File: src/rtl/codec_sample_frontend.sv
// Codec capture front end: pops stereo samples, combines channels per mode,
// averages DECIM captures, saturates to N bits and buffers results in a FIFO.
module codec_sample_frontend #(
  parameter int IN_W  = 24,
  parameter int N     = 16,
  parameter int DECIM = 1,
  parameter int DEPTH = 4
) (
  input  logic                   clk,
  input  logic                   rst,
  input  logic [1:0]             mode,
  input  logic                   read_ready,
  output logic                   read,
  input  logic [IN_W-1:0]        readdata_left,
  input  logic [IN_W-1:0]        readdata_right,
  output logic [N-1:0]           sample_out,
  output logic                   sample_valid,
  input  logic                   sample_ready,
  output logic [$clog2(DEPTH):0] fifo_level,
  output logic                   overflow,
  input  logic                   clr_overflow
);

  localparam int LOG2D = $clog2(DECIM);
  localparam int CW    = (LOG2D > 0) ? LOG2D : 1;
  localparam int ACC_W = IN_W + 1 + LOG2D;
  localparam int AW    = $clog2(DEPTH);
  localparam int LW    = AW + 1;

  typedef enum logic [1:0] {S_IDLE, S_POP, S_WAIT} state_t;

  state_t state_q, state_d;

  logic [CW-1:0]           cnt_q, cnt_d;
  logic signed [ACC_W-1:0] acc_q, acc_d;
  logic [1:0]              mode_q, mode_d;
  logic                    push_q, push_d;
  logic [N-1:0]            pdata_q, pdata_d;

  logic [N-1:0]            mem_q [DEPTH];
  logic [AW-1:0]           wr_ptr_q, wr_ptr_d;
  logic [AW-1:0]           rd_ptr_q, rd_ptr_d;
  logic [LW-1:0]           level_q, level_d;
  logic                    ovf_q, ovf_d;

  logic                    capture;
  logic                    first;
  logic                    last;
  logic [1:0]              mode_eff;
  logic signed [IN_W:0]    left_x, right_x, comb;
  logic signed [ACC_W-1:0] comb_x, acc_sum;
  logic [N-1:0]            out_smp;

  logic                    empty, full, pop, wr_en, drop;

  // ---------------- capture FSM ----------------
  always_ff @(posedge clk or negedge rst) begin
    if (!rst) state_q <= S_IDLE;
    else      state_q <= state_d;
  end

  always_comb begin
    state_d = state_q;
    read    = 1'b0;
    case (state_q)
      S_IDLE: if (read_ready) state_d = S_POP;
      S_POP: begin
        read    = 1'b1;
        state_d = S_WAIT;
      end
      S_WAIT:  state_d = S_IDLE;
      default: state_d = S_IDLE;
    endcase
  end

  // ---------------- channel combine and decimation ----------------
  assign capture  = (state_q == S_POP);
  assign first    = (cnt_q == '0);
  assign last     = (cnt_q == CW'(DECIM - 1));
  assign mode_eff = first ? mode : mode_q;

  always_comb begin
    left_x  = $signed({readdata_left[IN_W-1], readdata_left});
    right_x = $signed({readdata_right[IN_W-1], readdata_right});
    comb    = left_x;
    case (mode_eff)
      2'd0: comb = left_x;
      2'd1: comb = right_x;
      2'd2: comb = left_x + right_x;
      2'd3: comb = left_x - right_x;
    endcase
    comb_x  = ACC_W'(comb);
    acc_sum = first ? comb_x : (acc_q + comb_x);
  end

  // Shifting right by LOG2D leaves a mean that needs at most IN_W+1 bits, so
  // the in-range test reduces to the two top accumulator bits agreeing, and
  // the output slice is taken straight from the unshifted sum.
  always_comb begin
    if (acc_sum[ACC_W-1] == acc_sum[ACC_W-2])
      out_smp = acc_sum[ACC_W-2 -: N];
    else if (acc_sum[ACC_W-1])
      out_smp = {1'b1, {(N-1){1'b0}}};
    else
      out_smp = {1'b0, {(N-1){1'b1}}};
  end

  always_comb begin
    cnt_d   = cnt_q;
    acc_d   = acc_q;
    mode_d  = mode_q;
    push_d  = 1'b0;
    pdata_d = pdata_q;
    if (capture) begin
      mode_d = mode_eff;
      if (last) begin
        cnt_d   = '0;
        acc_d   = '0;
        push_d  = 1'b1;
        pdata_d = out_smp;
      end else begin
        cnt_d = cnt_q + CW'(1);
        acc_d = acc_sum;
      end
    end
  end

  always_ff @(posedge clk or negedge rst) begin
    if (!rst) begin
      cnt_q   <= '0;
      acc_q   <= '0;
      mode_q  <= '0;
      push_q  <= 1'b0;
      pdata_q <= '0;
    end else begin
      cnt_q   <= cnt_d;
      acc_q   <= acc_d;
      mode_q  <= mode_d;
      push_q  <= push_d;
      pdata_q <= pdata_d;
    end
  end

  // ---------------- output FIFO ----------------
  assign empty = (level_q == '0);
  assign full  = (level_q == LW'(DEPTH));
  assign pop   = !empty && sample_ready;
  // A pop on the same edge frees the slot, so a full FIFO still accepts.
  assign wr_en = push_q && (!full || pop);
  assign drop  = push_q && full && !pop;

  always_comb begin
    wr_ptr_d = wr_ptr_q;
    rd_ptr_d = rd_ptr_q;
    level_d  = level_q;
    ovf_d    = ovf_q;
    if (wr_en) wr_ptr_d = wr_ptr_q + AW'(1);
    if (pop)   rd_ptr_d = rd_ptr_q + AW'(1);
    case ({wr_en, pop})
      2'b10:   level_d = level_q + LW'(1);
      2'b01:   level_d = level_q - LW'(1);
      default: level_d = level_q;
    endcase
    if (drop)              ovf_d = 1'b1;
    else if (clr_overflow) ovf_d = 1'b0;
  end

  always_ff @(posedge clk or negedge rst) begin
    if (!rst) begin
      wr_ptr_q <= '0;
      rd_ptr_q <= '0;
      level_q  <= '0;
      ovf_q    <= 1'b0;
    end else begin
      wr_ptr_q <= wr_ptr_d;
      rd_ptr_q <= rd_ptr_d;
      level_q  <= level_d;
      ovf_q    <= ovf_d;
    end
  end

  always_ff @(posedge clk) begin
    if (wr_en) mem_q[wr_ptr_q] <= pdata_q;
  end

  assign sample_out   = empty ? '0 : mem_q[rd_ptr_q];
  assign sample_valid = !empty;
  assign fifo_level   = level_q;
  assign overflow     = ovf_q;

endmodule

File: config.mk
export PLATFORM = sky130hd
export DESIGN_NAME = codec_sample_frontend
export DESIGN_NICKNAME = d
export VERILOG_FILES = /design/src/rtl/codec_sample_frontend.sv
export SDC_FILE = /design/constraint.sdc
export NUM_CORES = 1
export LEC_CHECK = 0
export CORE_UTILIZATION = 60
export DETAILED_ROUTE_END_ITERATION = 7
export HOLD_SLACK_MARGIN = 0.06
export PLACE_DENSITY = 0.86
export SLEW_MARGIN = 20
export SYNTH_ARGS = -nofsm -noshare
export SYNTH_HDL_FRONTEND = slang
export SYNTH_SLANG_ARGS = --single-unit
File: constraint.sdc
create_clock -name clk -period 3.9 [get_ports clk]
set_input_delay 0.78 -clock clk [delete_from_list [all_inputs] [get_ports clk]]
set_output_delay 0.78 -clock clk [all_outputs]
set_load 0.02 [all_outputs]
detail.png
Bar = 10 µm. Region (30, 10) to (70, 50) µm. Cells in gray, sequential cells in the stronger gray; small squares are vias.
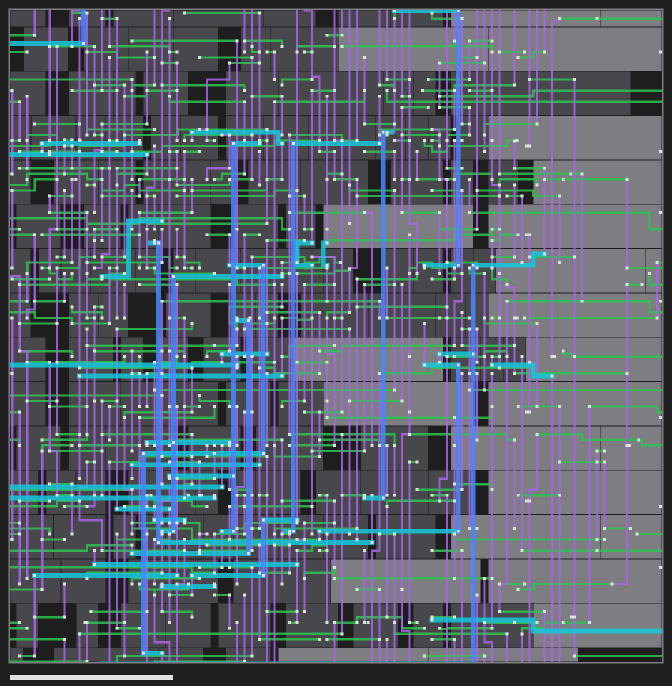
layer	color
metal 4	blue
metal 3	cyan
metal 1	green
metal 2	purple
cells with their middle in the window	139
netlist names of flops here include	`mem_q` (10), `pdata_q` (7)
sequential cells in the window	18
most frequent	buf_4 (24), nand2_1 (15)

congestion.png
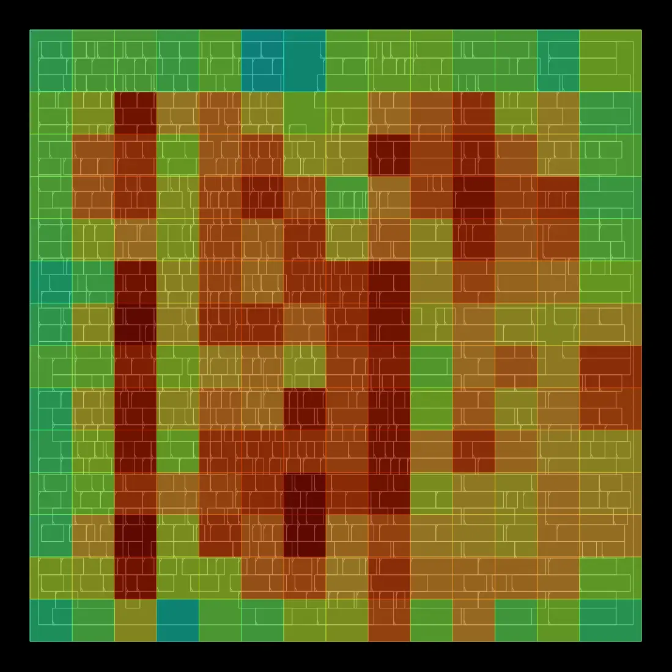
met2 usage: 58.1%
final design utilization: 84.7%
GR peak layer: met2

sizes.png
Bar = 20 µm.
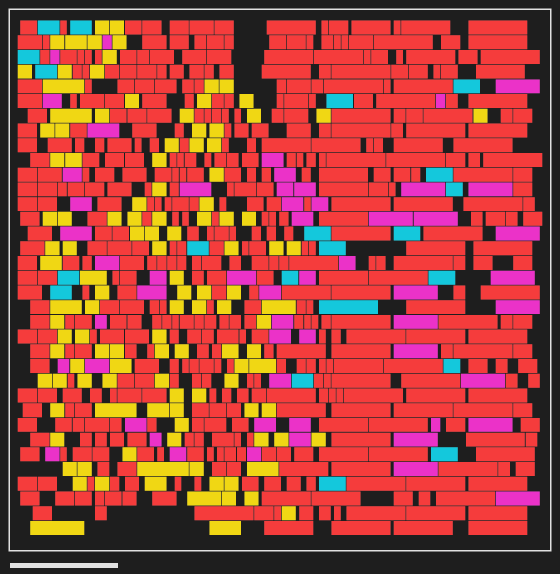
size	color	cells	share	most used
_0 and _1 cells	red	504	72%	edfxtp_1
_3 and _4 cells	yellow	119	17%	buf_4
_2 cells	magenta	55	7.9%	mux4_2
_6 and larger	cyan	21	3.0%	clkbuf_8

==> results.txt <==
impl run done, here's what came out: Final Hold Viols 0, H-tree lvl count 3, Post-DP HPWL around 11000 µm, Synth Seq Share 45.3%, slowest stage cell on the critical path clkdlybuf4s50_1, Commonest Layout Cell buf_4, # DRC 0, Hold/Removal Path Class flip-flop to flip-flop, Hold Slack ~430 ps, nets a little under 800, Avg WL per Cell around 19 µm, Async SR Flop Fraction between 20% and 30%, Final Cell Area about 7800 µm², Mapped Cells 523, ANT cells 0, antenna viol nets, final 0, Net Count, Synth approximately 600, Mapped Area approximately 5700 µm², Worst EP arrival 4460 ps, # rows 35, tool warning count 32, setup violators final 16, top cells, area edfxtp_1, dfrtp_1, ha_1, mux4_2, a21oi_1, Worst Setup Start Kind input port, slew margin rel. between 40% and 50%, IO Count approximately 77, CTS buffer count 9, failing checks setup timing, worst setup skew after layout approximately 18 ps, ao+oa area frac between 10 and 15%, Area leader share between 30% and 40%, die height 99.8 µm, DR iter-0 viols 229, Overall Power approximately 0.004 W, first-pass GRT wire length 23800 µm, Synth mux share around 8.9%, CTS tree yes, pre-CTS setup slack -961 ps, Warnings, synthesis 0, CTS max path bufs 2, Sink Count about 91, final non-filler cell total about 830, Worst-path clk slew around 90 ps, Max Freq 238 MHz, area leader, netlist edfxtp_1, Die Size between 9000 and 10000 µm², ys flop type edfxtp_1, Top logic family AND-OR/OR-AND gates, area fraction in xor and xnor cells approximately 5.5%, RSZ-0062 raised after global routing true, initial antenna violation count 0, dpl cell area roughly 7300 µm², count leader, synth edfxtp_1, CP Max Fanout 6, Static Leakage 3.19 nW, critical path class input port to flip-flop, status finished, violations left, via count around 5.0k, clock latency on the worst-skew pair 350 ps, fin worst setup slack -296 ps, CORE AREA between 9000 and 10000 µm², number of enable flip-flop cells 64, yosys stat cell total 523, Tmin final between 4000 and 5000 ps, drt total wl roughly 15000 µm, Tightest Pin Transition ~900 ps, share of layout cells above drive strength 1 roughly 28%, total track usage roughly 31%, Simple Share, Synth 14.2%, crit-path cells clkdlybuf4s50_1 > nor4_4 > nand3_2 > o41ai_2 > xor2_1 > ha_1 > and4_1 > buf_4 > and2_1 > a221o_1 > a211o_1 > o211a_4 > maj3_2 > o21ai_2, Power Density 511 nW/µm², DP Cell Count 798, CP max stage delay about 460 ps, Slew Viols, Final 0, top cells by count edfxtp_1, nand2_1, a21oi_1, largest net degree at the start of global routing 39, gr ovfl total 0, yosys adder share approximately 9%, Required @ worst endpoint ~4200 ps, Max-Cap Viols 0, Final GP Congestion 0.932, Vias/cell 6.09, most frequent cells in the layout buf_4, edfxtp_1, clkdlybuf4s50_1, #FFs+latches synth 91, Area Overhead vs Synth 36.3%
-- worst max-delay path, delay by kind of cell --
family	cells	cell delay [ps]
and+or+nand+nor	4	850
buffers and inverters	2	610
xor gates and xnor gates	1	200
adders and majority gates	2	590
AOI/OAI and AO/OA	5	1420
-- flip-flops by register name, indices dropped and copies added (netlist names) --
name and count:
fifo_level 3, overflow 1, pdata_q 16, state_q 2
wr_ptr_q 2, rd_ptr_q 2, push_q 1, mem_q 64
-- what timing repair did --
item                       in CTS  in global routing
setup buffers                   9                  4
setup endpoints to repair      16                 16
gates cloned                    1                  0
pin swaps                      20                 39
gates resized                  37                 39
-- cell type report --
cell class / count / area, µm²
Tap cell: 129 / 161
Clock inverter: 7 / 73.8
Timing Repair Buffer: 181 / 1580
Fill cell: 507 / 1420
Clock buffer: 9 / 124
Multi-Input combinational cell: 394 / 3220
Sequential cell: 91 / 2600
Inverter: 17 / 63.8
-- path summary, 6_finish.rpt --
path	start	endpoint	slack, ps	cells past startpoint
max	readdata_right[9]	pdata_q[2]	-300	14
min	state_q[1]	state_q[0]	430	1
max reg2reg	fifo_level[0]	fifo_level[2]	1420	9
min reg2reg	state_q[1]	state_q[0]	430	1
max in group asynchronous	rst	pdata_q[1]	2820	2
min in group asynchronous	rst	pdata_q[7]	790	2
-- power by group --
part           switching, W  internal, W
sequential         0.000202      0.00132
combinational      0.000919     0.000929
clock              0.000329     0.000301
total               0.00145      0.00255
-- cell families after synthesis --
group / count (synthesis)
mux: 31
compound gates: 127
flops: 91
fa+ha+maj: 42
xor+xnor: 36
buf+inv: 39
simple gates: 157
-- layer usage --
layer	part of all wire [%]	vias up	global-route usage [%]	wire, µm
met4	3.3	0	13.7	513
met1	38	2425	35.7	5890
met2	53	222	58.1	8140
met5	0	-	0	0
li1	-	2332	-	-
met3	5.6	60	4.18	866
No activity file was given, so power comes from the tool's default toggle rates.
